==> run_1/placed.png <==
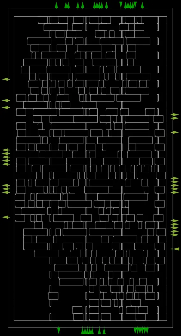
==> run_1/sizing.png <==
Scale: 4 px per um.
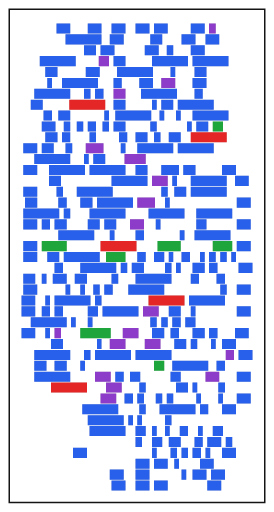
==> run_1/pinout.png <==
Scale: 4 px per um. Pins as bars across the die edge, other pins in gray.
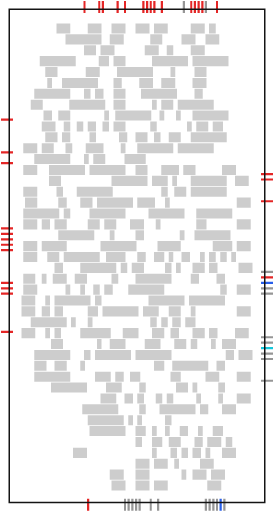
[src/rtl/ctrl_pkg.sv]
// Shared control definitions for the RV32I-subset controllers: opcode constants,
// multi-cycle FSM states and the datapath select encodings.
package ctrl_pkg;

    localparam logic [6:0] R_TYPE = 7'b0110011;
    localparam logic [6:0] I_TYPE = 7'b0010011;
    localparam logic [6:0] LW     = 7'b0000011;
    localparam logic [6:0] SW     = 7'b0100011;
    localparam logic [6:0] BR     = 7'b1100011;
    localparam logic [6:0] JAL    = 7'b1101111;
    localparam logic [6:0] JALR   = 7'b1100111;

    typedef enum logic [3:0] {
        S_FETCH,
        S_DECODE,
        S_EXEC,
        S_WB_ALU,
        S_MEM_ADDR,
        S_MEM_RD,
        S_WB_MEM,
        S_MEM_WR,
        S_BRANCH,
        S_JAL,
        S_JALR,
        S_TRAP
    } state_t;

    localparam logic [1:0] ALU_ADD   = 2'b00;
    localparam logic [1:0] ALU_BR    = 2'b01;
    localparam logic [1:0] ALU_FUNCT = 2'b10;

    localparam logic [1:0] PC_PLUS4 = 2'b00;
    localparam logic [1:0] PC_IMM   = 2'b01;
    localparam logic [1:0] PC_ALU   = 2'b10;

    localparam logic [1:0] M2R_ALU = 2'b00;
    localparam logic [1:0] M2R_MDR = 2'b01;
    localparam logic [1:0] M2R_PC4 = 2'b10;

    // First state after DECODE for a given opcode; unknown opcodes trap.
    function automatic state_t decode_state(input logic [6:0] op);
        case (op)
            R_TYPE, I_TYPE: decode_state = S_EXEC;
            LW, SW:         decode_state = S_MEM_ADDR;
            BR:             decode_state = S_BRANCH;
            JAL:            decode_state = S_JAL;
            JALR:           decode_state = S_JALR;
            default:        decode_state = S_TRAP;
        endcase
    endfunction

endpackage

[src/rtl/multicycle_ctrl.sv]
// Multi-cycle control FSM for the RV32I-subset datapath: sequences fetch, decode,
// execute, memory and write-back, counts retired instructions, flags illegal opcodes.
module multicycle_ctrl
    import ctrl_pkg::*;
#(
    parameter int CNT_W = 32
) (
    input  logic             clk,
    input  logic             reset_n,
    input  logic [6:0]       opcode,
    input  logic             mem_ready,
    output logic             mem_req,
    output logic             mem_we,
    output logic             iord,
    output logic             ir_write,
    output logic             pc_write,
    output logic             pc_write_cond,
    output logic [1:0]       pc_src,
    output logic             alu_src_b,
    output logic [1:0]       alu_op,
    output logic             reg_write,
    output logic [1:0]       mem_to_reg,
    output logic             illegal,
    output logic [CNT_W-1:0] instret
);

    state_t             r_state;
    state_t             w_state_next;
    logic [6:0]         r_opcode;
    logic               r_illegal;
    logic [CNT_W-1:0]   r_instret;
    logic               w_retire;

    always_ff @(posedge clk or negedge reset_n) begin
        if (!reset_n) begin
            r_state   <= S_FETCH;
            r_opcode  <= '0;
            r_illegal <= 1'b0;
            r_instret <= '0;
        end else begin
            r_state <= w_state_next;
            if (r_state == S_DECODE) begin
                r_opcode <= opcode;
            end
            if (w_state_next == S_TRAP) begin
                r_illegal <= 1'b1;
            end
            if (w_retire) begin
                r_instret <= r_instret + CNT_W'(1);
            end
        end
    end

    always_comb begin
        w_state_next = r_state;
        w_retire     = 1'b0;
        case (r_state)
            S_FETCH:    if (mem_ready) w_state_next = S_DECODE;
            S_DECODE:   w_state_next = decode_state(opcode);
            S_EXEC:     w_state_next = S_WB_ALU;
            S_MEM_ADDR: w_state_next = (r_opcode == LW) ? S_MEM_RD : S_MEM_WR;
            S_MEM_RD:   if (mem_ready) w_state_next = S_WB_MEM;
            S_MEM_WR: begin
                if (mem_ready) begin
                    w_state_next = S_FETCH;
                    w_retire     = 1'b1;
                end
            end
            S_WB_ALU, S_WB_MEM, S_BRANCH, S_JAL, S_JALR: begin
                w_state_next = S_FETCH;
                w_retire     = 1'b1;
            end
            S_TRAP:     w_state_next = S_TRAP;
            default:    w_state_next = S_FETCH;
        endcase
    end

    always_comb begin
        mem_req       = 1'b0;
        mem_we        = 1'b0;
        iord          = 1'b0;
        ir_write      = 1'b0;
        pc_write      = 1'b0;
        pc_write_cond = 1'b0;
        pc_src        = PC_PLUS4;
        alu_src_b     = 1'b0;
        alu_op        = ALU_ADD;
        reg_write     = 1'b0;
        mem_to_reg    = M2R_ALU;
        case (r_state)
            S_FETCH: begin
                mem_req = 1'b1;
                // Fetch strobes must never fire while reset is being held.
                if (mem_ready && reset_n) begin
                    ir_write = 1'b1;
                    pc_write = 1'b1;
                end
            end
            S_EXEC: begin
                alu_op    = ALU_FUNCT;
                alu_src_b = (r_opcode == I_TYPE);
            end
            S_WB_ALU: begin
                reg_write  = 1'b1;
                mem_to_reg = M2R_ALU;
            end
            S_MEM_ADDR: begin
                alu_op    = ALU_ADD;
                alu_src_b = 1'b1;
            end
            S_MEM_RD: begin
                mem_req = 1'b1;
                iord    = 1'b1;
            end
            S_WB_MEM: begin
                reg_write  = 1'b1;
                mem_to_reg = M2R_MDR;
            end
            S_MEM_WR: begin
                mem_req = 1'b1;
                iord    = 1'b1;
                mem_we  = 1'b1;
            end
            S_BRANCH: begin
                alu_op        = ALU_BR;
                pc_write_cond = 1'b1;
                pc_src        = PC_IMM;
            end
            S_JAL: begin
                reg_write  = 1'b1;
                mem_to_reg = M2R_PC4;
                pc_write   = 1'b1;
                pc_src     = PC_IMM;
            end
            S_JALR: begin
                alu_op     = ALU_ADD;
                alu_src_b  = 1'b1;
                reg_write  = 1'b1;
                mem_to_reg = M2R_PC4;
                pc_write   = 1'b1;
                pc_src     = PC_ALU;
            end
            default: ;
        endcase
    end

    assign illegal = r_illegal;
    assign instret = r_instret;

endmodule

[config.mk]
export PLATFORM = sky130hd
export DESIGN_NAME = multicycle_ctrl
export DESIGN_NICKNAME = d
export VERILOG_FILES = /design/src/rtl/ctrl_pkg.sv /design/src/rtl/multicycle_ctrl.sv
export SDC_FILE = /design/constraint.sdc
export NUM_CORES = 1
export LEC_CHECK = 0
export ABC_AREA = 0
export CAP_MARGIN = 5
export CELL_PAD_IN_SITES_DETAIL_PLACEMENT = 1
export CELL_PAD_IN_SITES_GLOBAL_PLACEMENT = 2
export CORE_ASPECT_RATIO = 2
export CORE_MARGIN = 2
export CORE_UTILIZATION = 33
export DETAILED_ROUTE_END_ITERATION = 12
export MAX_ROUTING_LAYER = met4
export PLACE_DENSITY = 0.83
export SLEW_MARGIN = 15
export SYNTH_ARGS = -nofsm -noshare
export SYNTH_HDL_FRONTEND = slang
export SYNTH_SLANG_ARGS = --single-unit
[constraint.sdc]
create_clock -name clk -period 3.4 [get_ports clk]
set_input_delay 0.34 -clock clk [delete_from_list [all_inputs] [get_ports clk]]
set_output_delay 0.34 -clock clk [all_outputs]
set_load 0.005 [all_outputs]
==> impl_metrics.yaml, run 1 <==
# yosys + openroad results
run_status:
  status: "finished clean"
placed_design:
  gp_congestion: 0.809
  post_dp_cell_area_um2: 2970
  post-place-ws_ns: 1.00
  dp_hpwl_mm: 4.54
final_timing:
  layout_min_cycle_time_ns: 2.64
  worst_hold_slack_ns: 0.164
  slew_viol_final: 0
  setup_ws_ns: 0.757
  tightest_slew_ns: 0.723
  hold_viol_final: 0
  slew_headroom_pct: 51.5
  fmax_mhz: 378
  fin_crit_sh_pct: 77.7
  skew_ns: 0.00715
  finalSetupViolations: 0
  fin_tns_setup_ns: 0
pwr:
  pwr-share-comb_pct: 33.9
  power_w: 0.00187
  p_leak_nw: 1.24
  powerSeq_w: 0.000773
  p_sw_share_pct: 33.4
  ir_worst_vdd_v: 0.000292
  p_sw_w: 0.000625
  powerDensity_nw_per_um2: 601
  power_clock_w: 0.000463
  power_leader: "sequential cells"
  p_seq_share_pct: 41.3
  p_clk_share_pct: 24.7
synth:
  simple_gate_share_pct: 26.5
  synthMuxAreaShare_pct: 3.86
  synth_top_area_share_pct: 47.2
  ys_seq_elements: 44
  synth.cellmix.adderShare_pct: 0.536
  yosysMostFrequentCell: "dfrtp_1"
  yosysChipArea_um2: 2330
  synth.cells.most_frequent: "44 x dfrtp_1, 22 x xnor2_1, 21 x nand2_1"
  synthCells: 228
  ys_cells: 228
  top_cells_by_area: "dfrtp_1 47%, xnor2_1 8.3%, mux2_2 3.9%"
  ys_sh_xor_pct: 12.0
  syn_nets: 239
  ys_warn_count: 0
  yosys.area_share.aoi_pct: 7.77
  syn_avg_cell_area_um2: 10.2
  syn_area_um2: 2330
  edf_count: 0
  ys_types: 51
  flop_cell: "dfrtp_1"
  ys_top_logic_family: "simple AND/OR/NAND/NOR gates"
final_layout:
  combGateArea_um2: 1180
  clkbuf_count: 5
  nets: 295
  final_cell_count_no_fill: 374
  inverters: 4
  fin_area_um2: 3110
  drive_gt1_share_pct: 10.9
  seq_area_um2: 1100
  mostFrequentLayoutCell: "clkdlybuf4s50_1"
  clock_area_share_pct: 4.42
  fill_cells: 810
  seq_share_pct: 35.4
  num-multi-input-gates: 172
  biggestCellCategory: "logic gates"
  largest_reg_flops: 32
  nonClkBufAreaFrac_pct: 18.1
  comb-cell-share_pct: 38.0
  buffers_excl_clock: 57
  num_antenna_cells: 0
grt:
  antenna_found_initial: 0
  grt_use_met1_pct: 19.0
  overflow: 0
  grt_usage_pct: 17.6
  first_global_vias: 1969
  grt_max_degree: 45
  use_met2_pct: 31.5
  grt.busiest_layer: "met2"
  met3_usage_pct: 3.28
clock_network:
  ctsHoldBuffers: 0
  cts_setup_buffers: 0
  cts_resized: 0
  cts_tree: "done"
  worstSkewPairLatency_ns: 0.29
  numCtsBuffers: 5
  htree_levels: 2
  cts.sinks: 44
  clk_pin_slew_worst_paths_ns: 0.06
routing:
  first_pass_iters: 4
  dr_total_vias: 1910
  final_antenna_net_count: 0
  wire_per_inst_um: 16.1
  drc: 0
  routed_via_density: 5.11
  met3_length_um: 173
  top_layer: "met4"
  drt_wl_total_mm: 6.02
  initialDrtViolationCount: 86
worst_setup_path:
  regToRegEndpoint: "instret[11]"
  cpMaxStageDelayCell: "dfrtp_1"
  crit_family: "buffers and inverters"
  r2r_start: "r_state[1]"
  crit_path_end: "pc_write"
  cp_num_buf_inv: 2
  critical_path_peak_fanout: 11
  start_kind: "flip-flop"
  worst-path-stages: 5
  r2r_slack_ns: 1.07
  path_class: "flip-flop to primary output"
  critPathCaptureType: "primary output"
  r2r_cells: 5
  startpoint: "r_state[0]"
  worstPathRequired_ns: 3.06
  cp.arrival_ns: 2.30
  slowest_delay_ns: 0.55
run:
  tool_warnings: 26
  maxCapViolCount: 0
min_path:
  hold_class: "input pin to asynchronous set/reset pin"
floorplanning:
  chipArea_um2: 7800
  row_count: 43
  io_pins: 57
Back to the opening pictures, placed.png:
Final Util: 45.2%
Seq Cell Count: 44
CORE AREA: 6890 um2
tapcell count: 90

Back to the opening pictures, sizing.png:
[red] x6 and larger | cells: 5 | share: 1.8%
[purple] x2 | cells: 19 | share: 6.7%
[green] x3 and x4 | cells: 7 | share: 2.5%
[blue] x1 and smaller | cells: 253 | share: 89%

Back to the opening pictures, pinout.png:
[red] `instret` | pins: 32 | direction: output | edge: 15 top, 12 left, 4 right, 1 bottom
[blue] `alu_op` | pins: 2 | direction: output | edge: 1 right, 1 bottom
[cyan] `pc_write` | pins: 1 | direction: output | edge: right
Die Y-Extent: 123 um
port buffer count: 56
Die Width: 63.5 um

==> run_1/layers.png <==
Scale: 4 px per um. Only two layers are drawn.
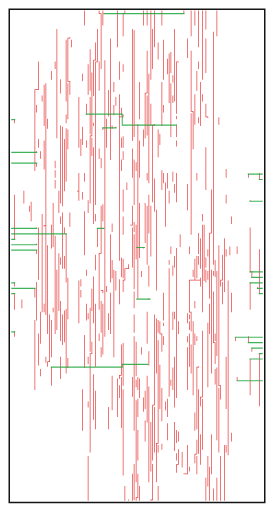

==> run 1 -> run 2 <==
Settings changed: CORE_UTILIZATION 33 to 27, PLACE_DENSITY 0.83 to 0.72.
Clock period 3.4 ns to 2.3 ns, I/O delays scaled along.
==> run_2/layers.png <==
Scale: 4 px per um. Only two layers are drawn.
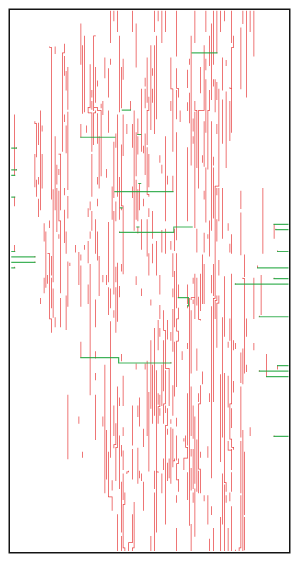
[red] M2 | wire length: 3690 um
[green] M3 | wire length: 156 um

==> run_2/pinout.png <==
Scale: 4 px per um. Pins as bars across the die edge, other pins in gray.
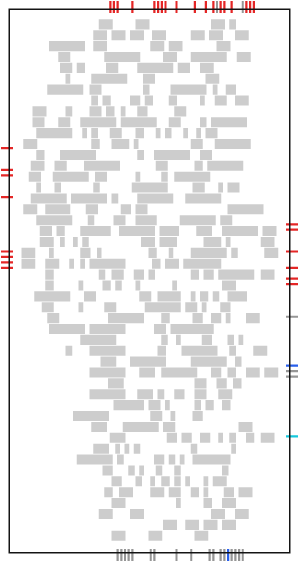
[cyan] `pc_write` | pins: 1 | direction: output | edge: right
[blue] `alu_op` | pins: 2 | direction: output | edge: 1 right, 1 bottom
[red] `instret` | pins: 32 | direction: output | edge: 18 top, 8 left, 6 right
Die Y-Extent: 136 um
Die Width: 69.8 um

==> run 2 against run 1 <==
  * Clock-buffer cell count is 1 higher
  * Power up 62%
  * Area after synthesis is the same
  * Critical path type unchanged
  * Largest power group unchanged
==> impl_metrics.yaml, run 2 <==
# yosys + openroad results
final_layout:
  nets: 306
  final_cell_count_no_fill: 396
  clkbuf_count: 6
  num_antenna_cells: 0
  biggestCellCategory: "logic gates"
  comb-cell-share_pct: 36.9
  num-multi-input-gates: 172
  mostFrequentLayoutCell: "clkdlybuf4s50_1"
  flops: 44
  buffers_excl_clock: 68
  drive_gt1_share_pct: 15.5
  largest_reg_flops: 32
  clock_area_share_pct: 5.04
  seq_share_pct: 33.9
  nonClkBufAreaFrac_pct: 19.8
  fin_util_pct: 38.1
  fin_area_um2: 3250
final_timing:
  skew_ns: 0.00577
  slew_viol_final: 0
  fmax_mhz: 463
  hold_viol_final: 0
  fin_crit_sh_pct: 94.0
  tightest_slew_ns: 0.576
  slew_headroom_pct: 61.6
  worst_hold_slack_ns: 0.100
  finalSetupViolations: 0
  setup_ws_ns: 0.139
routing:
  final_antenna_net_count: 0
  drt_wl_total_mm: 6.47
  met3_length_um: 156
  wire_per_inst_um: 16.3
  dr_total_vias: 1984
  top_layer: "met4"
  first_pass_iters: 4
clock_network:
  cts_setup_buffers: 0
  cts_resized: 2
  worstSkewPairLatency_ns: 0.29
  cts.sinks: 44
  htree_levels: 2
  ctsHoldBuffers: 0
  numCtsBuffers: 5
  clk_pin_slew_worst_paths_ns: 0.06
synth:
  ys_sh_xor_pct: 12.0
  yosysMostFrequentCell: "dfrtp_1"
  ys_seq_elements: 44
  synthMuxAreaShare_pct: 3.86
  synthCells: 228
  yosys.area_share.aoi_pct: 7.77
  syn_area_um2: 2330
  syn_avg_cell_area_um2: 10.2
  syn_nets: 239
  ys_cells: 228
  ys_warn_count: 0
  top_cells_by_area: "dfrtp_1 47%, xnor2_1 8.3%, mux2_2 3.9%"
  flop_cell: "dfrtp_1"
  simple_gate_share_pct: 26.5
run:
  tool_warnings: 26
  maxCapViolCount: 0
worst_setup_path:
  critPathCaptureType: "primary output"
  r2r_start: "r_state[2]"
  startpoint: "r_state[3]"
  worst-path-stages: 4
  path_class: "flip-flop to primary output"
  critical_path_peak_fanout: 11
  cp_num_buf_inv: 1
  r2r_slack_ns: 0.34
  r2r_cells: 5
  regToRegEndpoint: "instret[18]"
  crit_path_end: "alu_src_b"
  cpMaxStageDelayCell: "clkdlybuf4s50_1"
placed_design:
  io_buffers: 56
  post-place-ws_ns: 0.234
pwr:
  p_sw_share_pct: 32.4
  power_w: 0.00303
  ir_worst_vdd_v: 0.000370
  p_leak_nw: 1.31
  power_clock_w: 0.000802
  p_clk_share_pct: 26.5
  powerDensity_nw_per_um2: 931
  powerSeq_w: 0.00111
  pwr-share-comb_pct: 36.7
min_path:
  hold_class: "input pin to asynchronous set/reset pin"
grt:
  grt_use_met1_pct: 16.4
  use_met2_pct: 26.8
  grt.busiest_layer: "met2"
  antenna_found_initial: 0
  grt_usage_pct: 15.0
  overflow: 0
  grt_max_degree: 45
  met3_usage_pct: 2.60
floorplanning:
  row_count: 48
  chipArea_um2: 9450
  core-area_um2: 8530
run_status:
  status: "finished clean"
==> run_2/port_trees.png <==
Scale: 3 px per um.
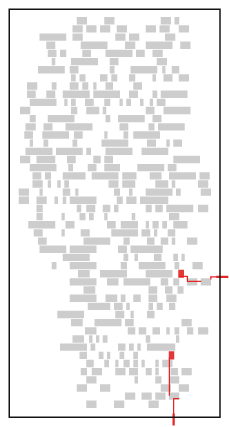
[red] `alu_op` | bits: 2 | direction: output | end cells: 2 | buffers: 2 | wire: 32.5 um

Power and IR drop assume default switching activity.
